File: src/rtl/nibble_serial_sub.sv
// Serial N-bit subtractor: one 4-bit subtract per clock, borrow carried in a register.
// Start/done handshake; diff/bout only update on the last nibble.

module fourbitsub (
  input  logic [3:0] a,
  input  logic [3:0] b,
  input  logic       bin,
  output logic [3:0] D,
  output logic       bout
);
  logic [4:0] r;
  // A 5-bit difference goes negative exactly when a borrow out is needed.
  assign r    = {1'b0, a} - {1'b0, b} - {4'b0, bin};
  assign D    = r[3:0];
  assign bout = r[4];
endmodule

module nibble_serial_sub #(
  parameter int NIBBLES = 4,
  localparam int W      = 4 * NIBBLES
) (
  input  logic         clk,
  input  logic         rst_n,
  input  logic         start,
  input  logic [W-1:0] a,
  input  logic [W-1:0] b,
  input  logic         bin,
  output logic         busy,
  output logic         done,
  output logic [W-1:0] diff,
  output logic         bout
);
  localparam int CW = (NIBBLES > 1) ? $clog2(NIBBLES) : 1;

  typedef enum logic [1:0] {IDLE, RUN, DONE} state_e;

  state_e        state_q, state_d;
  logic [W-1:0]  a_sr_q, a_sr_d, b_sr_q, b_sr_d, d_sr_q, d_sr_d;
  logic [W-1:0]  diff_q, diff_d, d_shift;
  logic [CW-1:0] cnt_q, cnt_d;
  logic          brw_q, brw_d, bout_q, bout_d;
  logic [3:0]    sub_d;
  logic          sub_bout;

  fourbitsub u_sub (
    .a    (a_sr_q[3:0]),
    .b    (b_sr_q[3:0]),
    .bin  (brw_q),
    .D    (sub_d),
    .bout (sub_bout)
  );

  // Result nibbles enter at the top so the LSB nibble ends at [3:0].
  generate
    if (NIBBLES == 1) begin : g_one
      assign d_shift = sub_d;
    end else begin : g_many
      assign d_shift = {sub_d, d_sr_q[W-1:4]};
    end
  endgenerate

  always_comb begin
    state_d = state_q;
    a_sr_d  = a_sr_q;
    b_sr_d  = b_sr_q;
    d_sr_d  = d_sr_q;
    brw_d   = brw_q;
    cnt_d   = cnt_q;
    diff_d  = diff_q;
    bout_d  = bout_q;
    case (state_q)
      IDLE: begin
        if (start) begin
          a_sr_d  = a;
          b_sr_d  = b;
          brw_d   = bin;
          cnt_d   = '0;
          d_sr_d  = '0;
          state_d = RUN;
        end
      end
      RUN: begin
        d_sr_d = d_shift;
        a_sr_d = a_sr_q >> 4;
        b_sr_d = b_sr_q >> 4;
        brw_d  = sub_bout;
        cnt_d  = cnt_q + CW'(1);
        if (cnt_q == CW'(NIBBLES - 1)) begin
          diff_d  = d_shift;
          bout_d  = sub_bout;
          state_d = DONE;
        end
      end
      DONE:    state_d = IDLE;
      default: state_d = IDLE;
    endcase
  end

  always_ff @(posedge clk or negedge rst_n) begin
    if (!rst_n) begin
      state_q <= IDLE;
      a_sr_q  <= '0;
      b_sr_q  <= '0;
      d_sr_q  <= '0;
      brw_q   <= 1'b0;
      cnt_q   <= '0;
      diff_q  <= '0;
      bout_q  <= 1'b0;
    end else begin
      state_q <= state_d;
      a_sr_q  <= a_sr_d;
      b_sr_q  <= b_sr_d;
      d_sr_q  <= d_sr_d;
      brw_q   <= brw_d;
      cnt_q   <= cnt_d;
      diff_q  <= diff_d;
      bout_q  <= bout_d;
    end
  end

  assign busy = (state_q != IDLE);
  assign done = (state_q == DONE);
  assign diff = diff_q;
  assign bout = bout_q;
endmodule

File: config.mk
export PLATFORM = sky130hd
export DESIGN_NAME = nibble_serial_sub
export DESIGN_NICKNAME = d
export VERILOG_FILES = /design/src/rtl/nibble_serial_sub.sv
export SDC_FILE = /design/constraint.sdc
export NUM_CORES = 1
export LEC_CHECK = 0
export CORE_MARGIN = 4
export CORE_UTILIZATION = 47
export CTS_BUF_LIST = sky130_fd_sc_hd__clkbuf_16
export DETAILED_ROUTE_END_ITERATION = 6
export PLACE_DENSITY = 0.76
export SYNTH_ARGS = -nofsm -noshare
export SYNTH_HDL_FRONTEND = slang
export SYNTH_SLANG_ARGS = --single-unit
File: constraint.sdc
create_clock -name clk -period 1.9 [get_ports clk]
set_input_delay 0.38 -clock clk [delete_from_list [all_inputs] [get_ports clk]]
set_output_delay 0.38 -clock clk [all_outputs]
set_load 0.05 [all_outputs]
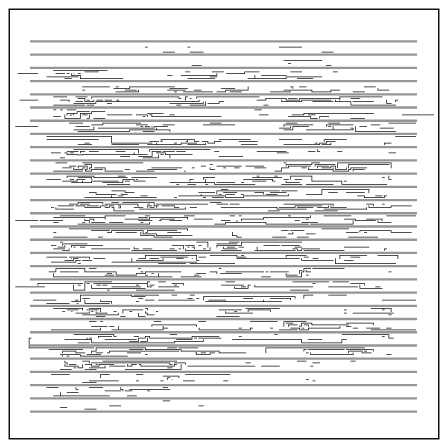
(signal wires on met1)
Supply wires on this layer in grey.
longest straight run = 24.4 um
share of all routed wire = 46%

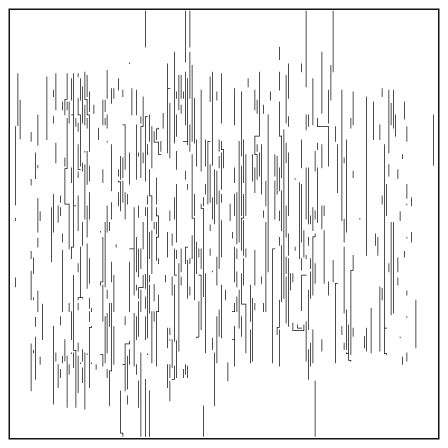
(M2 wires)
share of all routed wire = 46%
wire length on this layer = 2990 um
nets with wire on the layer = 298
main direction = vertical

==> results_slide.txt <==
Run Summary

Final layout
  • Antenna cells: 0
  • Area Growth Syn to Fin: 31.27%

Floorplanning
  • Fp_density: 49.71%
  • Core ar.: 6061 um^2

Routing
  • Antenna Nets Post-Route: 0
  • Via count: 2190
  • Residual DRC count: 0
  • Detailed Routing Iterations Pass 1: 5
  • Post-Route WL: 6518 um

Worst setup path
  • R2R Path End: diff[15]
  • Buf/Inv on CP: 2
  • Crit Path Category: reg -> reg

STA
  • Post-route setup slack: -0.02085 ns
  • Final setup fails: 1

CTS
  • Setup bufs post-CTS: 0
  • CTS Root Cell: clkbuf_16

Synth
  • Chip Area, Yosys: 3013 um^2
  • Most used flip-flop cell: dfrtp_1
  • Area fraction in compound gates: 22.09%

Run status
  • Status: finished, violations left
  • Violated checks: negative setup slack

GRT
  • Initial antenna violation count: 0
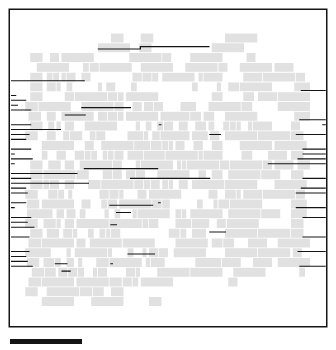
(signal wires on met3)
Bar = 20 um.
longest straight run = 22.1 um
share of all routed wire = 6.4%
main direction = horizontal
wire length on this layer = 416 um

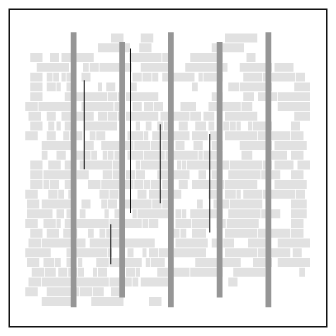
(metal 4)
Supply wires on this layer in grey.
wire length on this layer = 130 um
share of all routed wire = 2.0%

## flip-flops by register name, indices dropped and copies added, names as in the netlist
name / cells
a_sr_q: 16
b_sr_q: 16
diff: 16
d_sr_q: 12
cnt_q: 2
state_q: 2
bout: 1
brw_q: 1
## worst register-to-register path, delay by kind of cell (launching register included)
| family | cells | cell delay, ns |
|---|---|---|
| buffers and inverters | 2 | 0.10 |
| and+or+nand+nor | 1 | 0.10 |
| xor gates and xnor gates | 1 | 0.16 |
| DFF | 1 | 0.36 |
| AOI/OAI and AO/OA | 1 | 0.11 |
| muxes | 1 | 0.26 |
| adders and majority gates | 2 | 0.73 |
## area by class of cell
type,count,share of cell area [%]
inverters,11,1.107
clock buffers,9,5.694
repair buffers,72,17.53
flip-flops and latches,66,41.76
multi-input cells,155,30.81
clock inverters,6,0.7276
well taps,75,2.373
## worst max-delay path by stage
stage	slack, ns	start	endpoint
after floorplan	0.02	brw_q	diff[15]
after global placement	-0.007	brw_q	diff[15]
after detailed placement	-0.07	brw_q	diff[15]
after CTS	-0.02	b_sr_q[0]	diff[15]
after global routing	-0.07	brw_q	diff[15]
final	-0.02	brw_q	diff[15]
## routing by layer
metal  up-vias  GRT usage (%)
li1       1049              -
met1      1062          24.53
met2        66          27.74
met3        13          5.268
met4         0          7.967
met5         -              0
## synthesized netlist by cell type, types with 2 or more instances
cell type  number
dfrtp_1        66
a22oi_1        44
o21ai_0        36
nand2_1        18
a22o_1         14
mux2_4         14
inv_1          10
ha_1            7
clkbuf_1        6
buf_2           5
buf_6           4
a21oi_1         3
buf_4           3
nor2_1          3
xnor2_1         3
fa_1            2
nand2b_1        2
